===== src/rtl/seg7_pkg.sv =====
// seg7_pkg: character codes and active-low segment patterns (seg[0:6] = a..g)
// shared by the 7-segment scan driver and its decoder.
package seg7_pkg;

    localparam logic [3:0] CODE_R     = 4'hA;
    localparam logic [3:0] CODE_DASH  = 4'hB;
    localparam logic [3:0] CODE_BLANK = 4'hF;

    localparam logic [0:6] SEG_OFF  = 7'b1111111;
    localparam logic [0:6] SEG_0    = 7'b0000001;
    localparam logic [0:6] SEG_1    = 7'b1001111;
    localparam logic [0:6] SEG_2    = 7'b0010010;
    localparam logic [0:6] SEG_3    = 7'b0000110;
    localparam logic [0:6] SEG_4    = 7'b1001100;
    localparam logic [0:6] SEG_5    = 7'b0100100;
    localparam logic [0:6] SEG_6    = 7'b0100000;
    localparam logic [0:6] SEG_7    = 7'b0001111;
    localparam logic [0:6] SEG_8    = 7'b0000000;
    localparam logic [0:6] SEG_9    = 7'b0001100;
    localparam logic [0:6] SEG_R    = 7'b1111010;
    localparam logic [0:6] SEG_DASH = 7'b1111110;

    // Codes C..F carry no glyph and count as blank for leading-zero purposes.
    function automatic logic is_blank_code(input logic [3:0] code);
        return (code >= 4'hC);
    endfunction

endpackage


===== src/rtl/seg7_decode.sv =====
// seg7_decode: combinational character-code to active-low segment decoder.
// A high 'blank' forces every segment off regardless of the code.
module seg7_decode (
    input  logic [3:0] code,
    input  logic       blank,
    output logic [0:6] seg
);
    import seg7_pkg::*;

    // Glyph lookup; anything without a glyph stays dark.
    always_comb begin
        seg = SEG_OFF;
        if (!blank) begin
            case (code)
                4'h0:      seg = SEG_0;
                4'h1:      seg = SEG_1;
                4'h2:      seg = SEG_2;
                4'h3:      seg = SEG_3;
                4'h4:      seg = SEG_4;
                4'h5:      seg = SEG_5;
                4'h6:      seg = SEG_6;
                4'h7:      seg = SEG_7;
                4'h8:      seg = SEG_8;
                4'h9:      seg = SEG_9;
                CODE_R:    seg = SEG_R;
                CODE_DASH: seg = SEG_DASH;
                default:   seg = SEG_OFF;
            endcase
        end
    end

endmodule


===== src/rtl/seg7_scan_driver.sv =====
// seg7_scan_driver: time-multiplexed common-anode 7-segment driver.
// Codes are double-buffered (pending -> active at frame wrap) so a frame never
// tears; each digit slot opens with one dead-time cycle. Optional blinking is
// enabled by defining SEG7_SCAN_BLINK_EN.
module seg7_scan_driver #(
    parameter int NUM_DIGITS   = 4,
    parameter int SCAN_DIV     = 50000
`ifdef SEG7_SCAN_BLINK_EN
    ,
    parameter int BLINK_FRAMES = 64
`endif
) (
    input  logic                    clk,
    input  logic                    reset,
    input  logic                    load,
    input  logic [4*NUM_DIGITS-1:0] codes,
    input  logic                    blank_lz,
`ifdef SEG7_SCAN_BLINK_EN
    input  logic [NUM_DIGITS-1:0]   blink_mask,
`endif
    output logic [0:6]              seg,
    output logic [NUM_DIGITS-1:0]   dig_en,
    output logic                    frame_tick
);
    import seg7_pkg::*;

    localparam int PRE_W = $clog2(SCAN_DIV);
    localparam int IDX_W = (NUM_DIGITS > 1) ? $clog2(NUM_DIGITS) : 1;
    localparam logic [PRE_W-1:0] PRE_LAST = PRE_W'(SCAN_DIV - 1);
    localparam logic [IDX_W-1:0] IDX_LAST = IDX_W'(NUM_DIGITS - 1);

    logic [PRE_W-1:0]             pre;
    logic [IDX_W-1:0]             idx;
    logic [NUM_DIGITS-1:0][3:0]   pend_codes;
    logic [NUM_DIGITS-1:0][3:0]   act_codes;
    logic                         slot_end;
    logic                         frame_wrap;
    logic [NUM_DIGITS-1:0]        lz_blank;
    logic                         lead;
    logic [NUM_DIGITS-1:0]        slot_en;
    logic [3:0]                   cur_code;
    logic                         cur_blank;
    logic [0:6]                   cur_seg;

    assign slot_end   = (pre == PRE_LAST);
    assign frame_wrap = slot_end && (idx == IDX_LAST);

    // Prescaler counts clocks within a slot; the scan index steps at slot end.
    always_ff @(posedge clk) begin
        if (reset) begin
            pre <= '0;
            idx <= '0;
        end else if (slot_end) begin
            pre <= '0;
            idx <= (idx == IDX_LAST) ? '0 : idx + 1'b1;
        end else begin
            pre <= pre + 1'b1;
        end
    end

    // Double buffer: loads land in pending; active follows only at frame wrap,
    // and a load on the wrap edge itself goes straight through.
    always_ff @(posedge clk) begin
        if (reset) begin
            pend_codes <= {NUM_DIGITS{CODE_BLANK}};
            act_codes  <= {NUM_DIGITS{CODE_BLANK}};
        end else begin
            if (load) begin
                pend_codes <= codes;
            end
            if (frame_wrap) begin
                act_codes <= load ? codes : pend_codes;
            end
        end
    end

    // Leading-zero mask: a zero is blanked while everything above it is zero or blank.
    always_comb begin
        lz_blank = '0;
        lead     = 1'b1;
        for (int i = NUM_DIGITS - 1; i >= 1; i--) begin
            lz_blank[i] = lead && (act_codes[i] == 4'h0);
            lead        = lead && ((act_codes[i] == 4'h0) || is_blank_code(act_codes[i]));
        end
    end

    // One-cold enable for the digit currently being scanned.
    always_comb begin
        slot_en      = '1;
        slot_en[idx] = 1'b0;
    end

    assign cur_code = act_codes[idx];

`ifdef SEG7_SCAN_BLINK_EN
    localparam int BF_W = (BLINK_FRAMES > 1) ? $clog2(BLINK_FRAMES) : 1;
    localparam logic [BF_W-1:0] BF_LAST = BF_W'(BLINK_FRAMES - 1);

    logic [BF_W-1:0]       frame_cnt;
    logic                  blink_on;
    logic [NUM_DIGITS-1:0] pend_mask;
    logic [NUM_DIGITS-1:0] act_mask;

    // Blink mask is buffered like the codes; phase flips every BLINK_FRAMES frames.
    always_ff @(posedge clk) begin
        if (reset) begin
            frame_cnt <= '0;
            blink_on  <= 1'b1;
            pend_mask <= '0;
            act_mask  <= '0;
        end else begin
            if (load) begin
                pend_mask <= blink_mask;
            end
            if (frame_wrap) begin
                act_mask <= load ? blink_mask : pend_mask;
                if (frame_cnt == BF_LAST) begin
                    frame_cnt <= '0;
                    blink_on  <= ~blink_on;
                end else begin
                    frame_cnt <= frame_cnt + 1'b1;
                end
            end
        end
    end

    assign cur_blank = (blank_lz && lz_blank[idx]) || (!blink_on && act_mask[idx]);
`else
    assign cur_blank = blank_lz && lz_blank[idx];
`endif

    seg7_decode u_decode (
        .code  (cur_code),
        .blank (cur_blank),
        .seg   (cur_seg)
    );

    // Registered pins: dead time on the first cycle of each slot, glyph otherwise.
    always_ff @(posedge clk) begin
        if (reset) begin
            seg        <= SEG_OFF;
            dig_en     <= '1;
            frame_tick <= 1'b0;
        end else begin
            frame_tick <= frame_wrap;
            if (pre == '0) begin
                seg    <= SEG_OFF;
                dig_en <= '1;
            end else begin
                seg    <= cur_seg;
                dig_en <= slot_en;
            end
        end
    end

endmodule


===== config.mk =====
export PLATFORM = sky130hd
export DESIGN_NAME = seg7_scan_driver
export DESIGN_NICKNAME = d
export VERILOG_FILES = /design/src/rtl/seg7_pkg.sv /design/src/rtl/seg7_decode.sv /design/src/rtl/seg7_scan_driver.sv
export SDC_FILE = /design/constraint.sdc
export NUM_CORES = 1
export LEC_CHECK = 0
export ABC_AREA = 1
export CAP_MARGIN = 0
export CORE_MARGIN = 8
export CORE_UTILIZATION = 55
export DETAILED_ROUTE_END_ITERATION = 6
export GPL_TIMING_DRIVEN = 0
export MAX_ROUTING_LAYER = met4
export PLACE_DENSITY = 0.8
export RECOVER_POWER = 100
export SYNTH_ARGS = -nofsm -noshare
export SYNTH_HDL_FRONTEND = slang
export SYNTH_HIERARCHICAL = 1
export SYNTH_SLANG_ARGS = --single-unit

===== constraint.sdc =====
create_clock -name clk -period 6.2 [get_ports clk]
set_input_delay 1.55 -clock clk [delete_from_list [all_inputs] [get_ports clk]]
set_output_delay 1.55 -clock clk [all_outputs]
set_load 0.05 [all_outputs]

layers.png
Scale: 3 px per um.
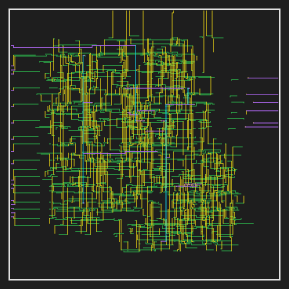
- cyan: M4 (wire length 125 um)
- green: M1 (wire length 2910 um)
- yellow: M2 (wire length 3000 um)
- purple: M3 (wire length 207 um)
DR vias: 2680
Total Routed Length: 6244 um

m3.png
Scale: 6 px per um.
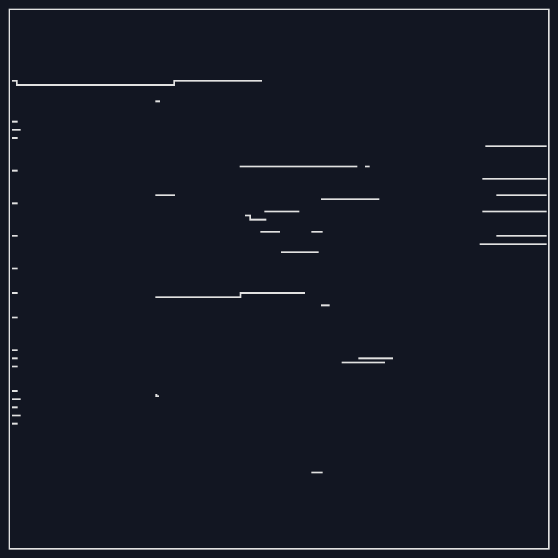
- wire length on this layer: 207 um
- longest straight run: 26.2 um
- nets with wire on the layer: 31
- main direction: horizontal
GR Layer Usage met3: 0.03003

clock_wires.png
Scale: 6 px per um.
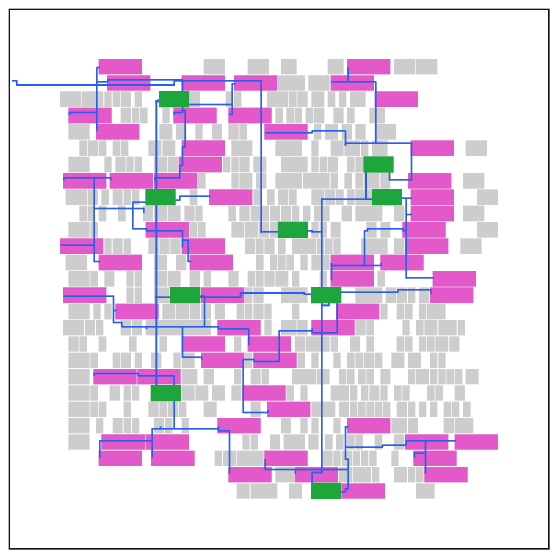
- magenta: flip-flops (count 62)
- green: clock-net drivers (count 9)
- blue: clock wires (length 714 um)
- routed clock nets: 10
Latency at later pin: 340 ps
clock power share: 0.420
Power Clock: 0.337 mW

==> impl_metrics.tcl <==
# place-and-route summary
set metrics [dict create \
    status "complete, no violations" \
    path_delay_family "buffers and inverters" \
    antenna_found_initial 0 \
    regToRegStartpoint "idx[0]$_SDFFE_PP0N_" \
    root_buffer "clkbuf_8" \
    cts_sinks 62 \
    max_slew_margin 0.5246 \
    cpPeakStageDelay_ps 880 \
    area_growth_pct 18.40 \
    drc 0 \
    path_class "register to primary output" \
    post_cts_buffers 0 \
    max_cap_violations 0 \
    busiest_layer "met2" \
    edf_count 0 \
    pre_cts_ws_ps 3258 \
    power_leader "registers" \
    wl_per_cell_um 11.80 \
    top_cell_area_share 0.4158 \
    rrSetupSlack_ps 3890 \
    required_ps 4650 \
    antenna_left 0 \
    synthDistinctLibCells 30 \
    fmax_ghz 0.3239 \
    cts_hold_buf 0 \
    timing.final.ws_setup_ps 3113 \
    top_layer "met4" \
    cts_tree "built" \
    placed_area_um2 3376 \
    yosysWarnings 6 \
    crit_end "dig_en[3]" \
    rsz0062_at_grt "no" \
    post_cts_resized 0 \
    ys_cells 411 \
    fillers 489 \
    grt_remaining_overflow 0 \
    ys_seq_frac 0.4158 \
    p_int_mw 0.6120 \
    postSynth.asyncResetShare 0 \
    whs_path_depth 2 \
    synthTopCellsByArea "dfxtp_1 42%, nand2_1 14%, nand3_1 9.4%" \
    grt_pass1_vias 2544 \
    grt_max_degree 12 \
    drive_gt1_frac 0.1007 \
    vias_per_cell 5.066 \
    stdcell_count 529 \
    syn-instance-count 411 \
    cellLeakagePower_nw 1.524 \
    syn_area_um2 2985 \
    crit_arrival_ps 1540 \
    fp_nets 442 \
    comb_cell_power_mw 0.0538 \
    floorplan.core_util 0.5558 \
    hold_viol 0 \
    die_area_um2 8042 \
    cts_buffer_depth 2 \
    io_buffers 30 \
    setup_violations 0 \
    placed_cells 513 \
    die_h_um 89.68 \
    cp.depth 1 \
    ys.flops 62 \
    path_buffers 1 \
    die_width_um 89.68 \
    core-area_um2 5371 \
    gp_congestion 0.9139 \
    p_comb_frac 0.067 \
]
-- registers in the layout (all words and copies together), names as in the netlist --
name,count
pre,16
act_codes,16
idx,2
frame_tick,1
dig_en,4
pend_codes,16
seg,7
-- final cells by class --
type / instances / area [um^2] / share of cell area
clock buffers: 9 / 123.9 / 0.03504
flip-flops and latches: 62 / 1241 / 0.3512
clock inverters: 7 / 65.06 / 0.01841
multi-input cells: 299 / 1509 / 0.4269
inverters: 34 / 130.1 / 0.03681
well taps: 72 / 90.09 / 0.02549
repair buffers: 30 / 300.3 / 0.08496
plain buffers: 16 / 75.07 / 0.02124
-- kinds of logic after synthesis --
group,synth area share
AND/OR/NAND/NOR,0.3969
flip-flops,0.4158
AND-OR/OR-AND,0.05825
XOR/XNOR,0.008803
buffers and inverters,0.07418
adder cells (fa/ha/maj),0.04610
Power and IR drop assume default switching activity.
